<file path="config.mk">
export PLATFORM = sky130hd
export DESIGN_NAME = ram_port_arbiter
export DESIGN_NICKNAME = d
export VERILOG_FILES = /design/src/rtl/asip_pkg.sv /design/src/rtl/arb_grant_fsm.sv /design/src/rtl/ram_port_arbiter.sv
export SDC_FILE = /design/constraint.sdc
export NUM_CORES = 1
export LEC_CHECK = 0
export CELL_PAD_IN_SITES_DETAIL_PLACEMENT = 0
export CELL_PAD_IN_SITES_GLOBAL_PLACEMENT = 1
export CORE_AREA = 2 2 136 138
export DETAILED_ROUTE_END_ITERATION = 8
export DIE_AREA = 0 0 138 140
export DONT_BUFFER_PORTS = 1
export PLACE_DENSITY = 0.7
export SLEW_MARGIN = 20
export SYNTH_ARGS = -nofsm -noshare
export SYNTH_HDL_FRONTEND = slang
export SYNTH_SLANG_ARGS = --single-unit
</file>
<file path="constraint.sdc">
create_clock -name clk -period 6.6 [get_ports clk]
set_clock_uncertainty 0.1 [all_clocks]
set_input_delay 0.66 -clock clk [delete_from_list [all_inputs] [get_ports clk]]
set_output_delay 0.66 -clock clk [all_outputs]
set_load 0.02 [all_outputs]
</file>
<file path="src/rtl/asip_pkg.sv">
// asip_pkg: shared widths, arbiter state encoding and read-tag encoding for ram_port_arbiter
package asip_pkg;
  localparam int ADDR_W = 16;
  localparam int DATA_W = 48;
  typedef enum logic [1:0] {IDLE, CPU, HOST} arb_state_t;
  typedef enum logic {TAG_CPU = 1'b0, TAG_HOST = 1'b1} rd_tag_t;
endpackage

</file>
<file path="src/rtl/arb_grant_fsm.sv">
// arb_grant_fsm: grant decision, host burst lock and optional host starvation guard
// Ports: clk, reset (async, active-high); i_cpu_req, i_host_req in;
//        o_cpu_gnt, o_host_gnt out (combinational, mutually exclusive).
// Optional feature: RAM_ARB_STARVE_GUARD_EN adds a forced host grant after STARVE_LIMIT denied cycles.
module arb_grant_fsm
  import asip_pkg::*;
#(
  parameter int HOST_BURST_MAX = 8,
  parameter int STARVE_LIMIT   = 16
) (
  input  logic clk,
  input  logic reset,
  input  logic i_cpu_req,
  input  logic i_host_req,
  output logic o_cpu_gnt,
  output logic o_host_gnt
);
  localparam int BW = $clog2(HOST_BURST_MAX + 1);
  arb_state_t    r_state;
  logic [BW-1:0] r_burst;
  logic          w_lock;
  logic          w_force;
  // host keeps the port while it still asks and has burst budget left
  assign w_lock = (r_state == HOST) && i_host_req && (r_burst < BW'(HOST_BURST_MAX));
`ifdef RAM_ARB_STARVE_GUARD_EN
  localparam int SW = $clog2(STARVE_LIMIT + 1);
  logic [SW-1:0] r_starve;
  assign w_force = i_host_req && (r_starve == SW'(STARVE_LIMIT));
  // a forced grant always clears the counter, so it never runs past the limit
  always_ff @(posedge clk or posedge reset)
    if (reset) r_starve <= '0;
    else r_starve <= (!i_host_req || o_host_gnt) ? '0 : r_starve + 1'b1;
`else
  assign w_force = 1'b0;
`endif
  // grants are masked while reset is held so no RAM write can slip through
  assign o_host_gnt = !reset && (w_force || w_lock || (i_host_req && !i_cpu_req));
  assign o_cpu_gnt  = !reset && i_cpu_req && !o_host_gnt;
  always_ff @(posedge clk or posedge reset)
    if (reset) begin
      r_state <= IDLE;
      r_burst <= '0;
    end else begin
      r_state <= o_host_gnt ? HOST : o_cpu_gnt ? CPU : IDLE;
      r_burst <= !o_host_gnt ? '0 : (r_burst == BW'(HOST_BURST_MAX)) ? r_burst : r_burst + 1'b1;
    end
endmodule

</file>
<file path="src/rtl/ram_port_arbiter.sv">
// ram_port_arbiter: shares one single-port RAM between a processor and a host loader/dumper
// Ports: clk, reset (async, active-high);
//   cpu_req/cpu_we/cpu_addr/cpu_wdata in, cpu_stall/cpu_rdata/cpu_rvalid out;
//   host_req/host_we/host_addr/host_wdata in, host_gnt/host_rdata/host_rvalid out;
//   mem_addr/mem_wdata/mem_we out, mem_rdata in (valid one cycle after the address).
// Optional feature: define RAM_ARB_STARVE_GUARD_EN to enable the host starvation guard.
module ram_port_arbiter
  import asip_pkg::*;
#(
  parameter int HOST_BURST_MAX = 8,
  parameter int STARVE_LIMIT   = 16
) (
  input  logic              clk,
  input  logic              reset,
  input  logic              cpu_req,
  input  logic              cpu_we,
  input  logic [ADDR_W-1:0] cpu_addr,
  input  logic [DATA_W-1:0] cpu_wdata,
  output logic              cpu_stall,
  output logic [DATA_W-1:0] cpu_rdata,
  output logic              cpu_rvalid,
  input  logic              host_req,
  input  logic              host_we,
  input  logic [ADDR_W-1:0] host_addr,
  input  logic [DATA_W-1:0] host_wdata,
  output logic              host_gnt,
  output logic [DATA_W-1:0] host_rdata,
  output logic              host_rvalid,
  output logic [ADDR_W-1:0] mem_addr,
  output logic [DATA_W-1:0] mem_wdata,
  output logic              mem_we,
  input  logic [DATA_W-1:0] mem_rdata
);
  logic              w_cpu_gnt;
  logic              w_host_gnt;
  logic              r_rd_pend;
  rd_tag_t           r_rd_tag;
  logic [ADDR_W-1:0] r_addr;
  logic [DATA_W-1:0] r_wdata;
  logic [DATA_W-1:0] r_cpu_rdata;
  logic [DATA_W-1:0] r_host_rdata;
  arb_grant_fsm #(
    .HOST_BURST_MAX(HOST_BURST_MAX),
    .STARVE_LIMIT  (STARVE_LIMIT)
  ) u_fsm (
    .clk       (clk),
    .reset     (reset),
    .i_cpu_req (cpu_req),
    .i_host_req(host_req),
    .o_cpu_gnt (w_cpu_gnt),
    .o_host_gnt(w_host_gnt)
  );
  // address/data go straight to the RAM on a grant so data returns next cycle; idle cycles replay the last values
  assign mem_addr    = w_cpu_gnt ? cpu_addr : w_host_gnt ? host_addr : r_addr;
  assign mem_wdata   = w_cpu_gnt ? cpu_wdata : w_host_gnt ? host_wdata : r_wdata;
  assign mem_we      = (w_cpu_gnt && cpu_we) || (w_host_gnt && host_we);
  assign cpu_stall   = cpu_req && !w_cpu_gnt;
  assign host_gnt    = w_host_gnt;
  assign cpu_rvalid  = r_rd_pend && (r_rd_tag == TAG_CPU);
  assign host_rvalid = r_rd_pend && (r_rd_tag == TAG_HOST);
  // the RAM output is forwarded during the pulse and captured so it stays put afterwards
  assign cpu_rdata   = cpu_rvalid ? mem_rdata : r_cpu_rdata;
  assign host_rdata  = host_rvalid ? mem_rdata : r_host_rdata;
  always_ff @(posedge clk or posedge reset)
    if (reset) begin
      r_rd_pend    <= 1'b0;
      r_rd_tag     <= TAG_CPU;
      r_addr       <= '0;
      r_wdata      <= '0;
      r_cpu_rdata  <= '0;
      r_host_rdata <= '0;
    end else begin
      r_rd_pend <= (w_cpu_gnt && !cpu_we) || (w_host_gnt && !host_we);
      r_rd_tag  <= w_host_gnt ? TAG_HOST : TAG_CPU;
      r_addr    <= mem_addr;
      r_wdata   <= mem_wdata;
      if (cpu_rvalid) r_cpu_rdata <= mem_rdata;
      if (host_rvalid) r_host_rdata <= mem_rdata;
    end
endmodule

</file>
==> results.py <==
# Flow results
metrics = {
    "clocking": {
        "cts_setup_buffers": 0,
        "ctsResizeCount": 0,
        "numCtsBuffers": 17,
        "hold_buffers": 0,
        "cts_tree": "done",
    },
    "power": {
        "p_clk_share_pct": 33.7,
        "pwr-share-seq_pct": 40.7,
        "ir_drop_v": 0.0002003,
        "swShare_pct": 31.72,
        "leakage_nw": 3.652,
    },
    "synthesis": {
        "ys_cells": 449,
        "synthAoiAreaFrac_pct": 0.2894,
        "ys_types": 24,
        "ys_area_um2": 7351,
        "synth-edff-count": 0,
        "synth.top_cells.by_count": "dfrtp_1 (167), mux2_2 (163), mux2_4 (61)",
        "synth_top_cell_by_area": "dfrtp_1",
        "yosys_warnings": 0,
    },
    "status": {
        "status": "complete, no violations",
    },
    "final_timing": {
        "hold_violations": 0,
        "finalClockPeriodUsage_pct": 52.23,
    },
    "die": {
        "fp.dieArea_um2": 19320,
    },
    "global_route": {
        "grt_remaining_overflow": 0,
        "grt_pass1_vias": 4041,
        "busiest_layer": "met2",
        "grt_use_met3_pct": 9.641,
    },
    "final_layout": {
        "largest_class": "registers",
        "clock_area_share_pct": 7.853,
        "n_all_buffers": 5,
        "layout.area.comb_um2": 2949,
    },
    "critical_path": {
        "end_kind": "output port",
        "cp-endpoint": "mem_wdata[19]",
    },
    "flow_run": {
        "openroad.warnings": 27,
    },
    "routing": {
        "dr.max_layer_used": "met4",
        "wl_met1_um": 5923,
    },
    "placement": {
        "dp_hpwl_um": 12560,
    },
}
[stage by stage]
step,power [mW],utilization [%],setup WS [ns],hold slack (ns)
global placement,2.117,42.11,3.560,0.4581
finish,3.185,45.70,3.153,0.1599
floorplan,2.020,-,0.5038,0.4326
detailed placement,2.145,42.11,3.522,0.4715
global route,3.329,45.70,3.058,0.2170
CTS,3.235,45.70,3.110,0.2117
[worst register-to-register path, stage by stage, from the launching register on]
cell	delay, ns
dfrtp_1	0.42
or3b_1	0.40
a211o_4	0.43
buf_4	0.48
mux2_4	0.54
[registers in the layout (all words and copies together) (netlist names)]
| register | flops |
|---|---|
| r_addr | 16 |
| r_host_rdata | 48 |
| r_cpu_rdata | 48 |
| r_wdata | 48 |
| r_rd_pend | 1 |
| r_rd_tag | 1 |
| u_fsm.r_state | 1 |
| u_fsm.r_burst | 4 |
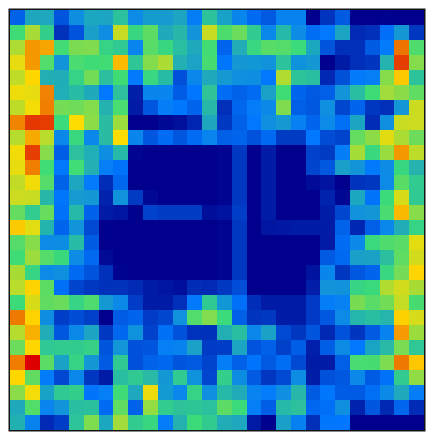
*Routed metal per tile*
(3 px per µm) 28 x 28 tiles, from dark blue (low) to red (high), scaled to the fullest tile. Values are wire area over tile area, all layers added.
densest ninth of the die: north-west
fullest tile: 0.49
emptiest ninth of the die: center
mean over tiles: 0.15
Via Count: 3646
Wirelength per Cell: 24.74 µm
final wirelength: 17070 µm
GRT Util Overall: 17.30%

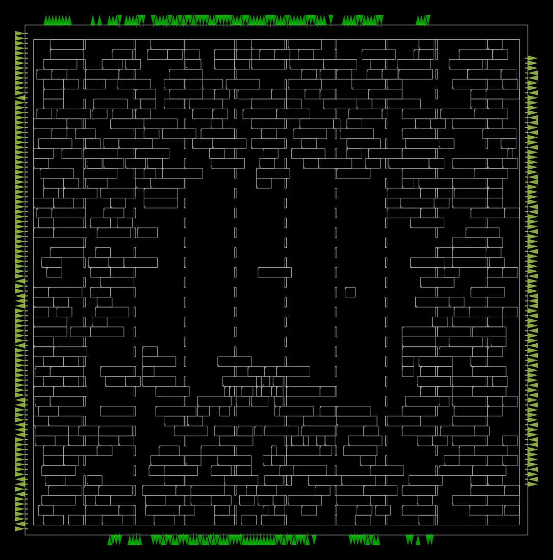
*Cell placement*
fin util: 45.70%
row count: 49
fill cell count: 1546
tap cells: 229

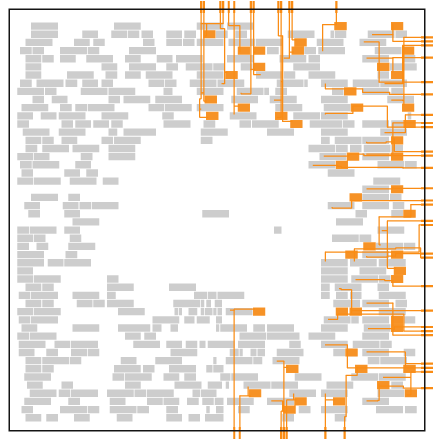
*Port wiring*
(3 px per µm)
legend:
  orange:
    port: cpu_rdata
    bits: 48
    direction: output
    end_cells: 48
    wire: 1340 µm
number of port buffers: 0
Top Ports: 347

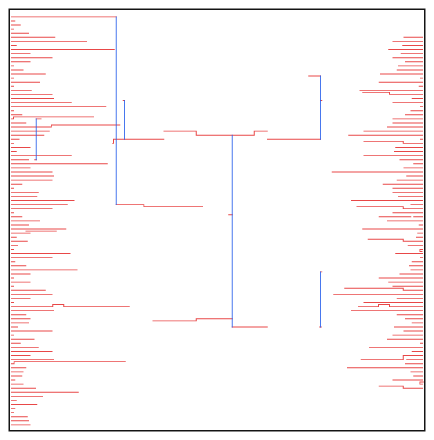
*Signal wires by layer*
(3 px per µm) Two of the layers only.
legend:
  blue:
    layer: M4
    wire_length: 192 µm
  red:
    layer: M3
    wire_length: 2040 µm

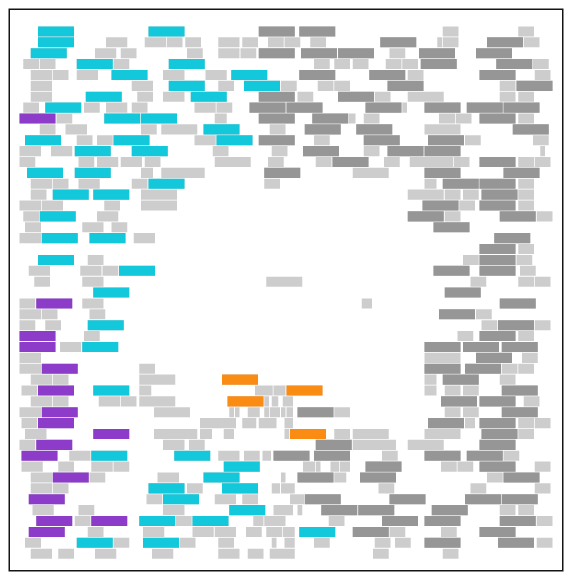
*Where the registers sit*
(4 px per µm) Other sequential cells in the stronger gray, the rest of the logic in the fainter gray.
legend:
  purple:
    name_in_the_netlist: r_addr
    sequential_cells: 16
  cyan:
    name_in_the_netlist: r_wdata
    sequential_cells: 48
  orange:
    name_in_the_netlist: u_fsm.r_burst
    sequential_cells: 4
not colored: 99
Flop area: 4179 µm²
seq pwr: 1.30 mW
sequential fraction of total cell area: 51.43%

No activity file was given, so power comes from the tool's default toggle rates.
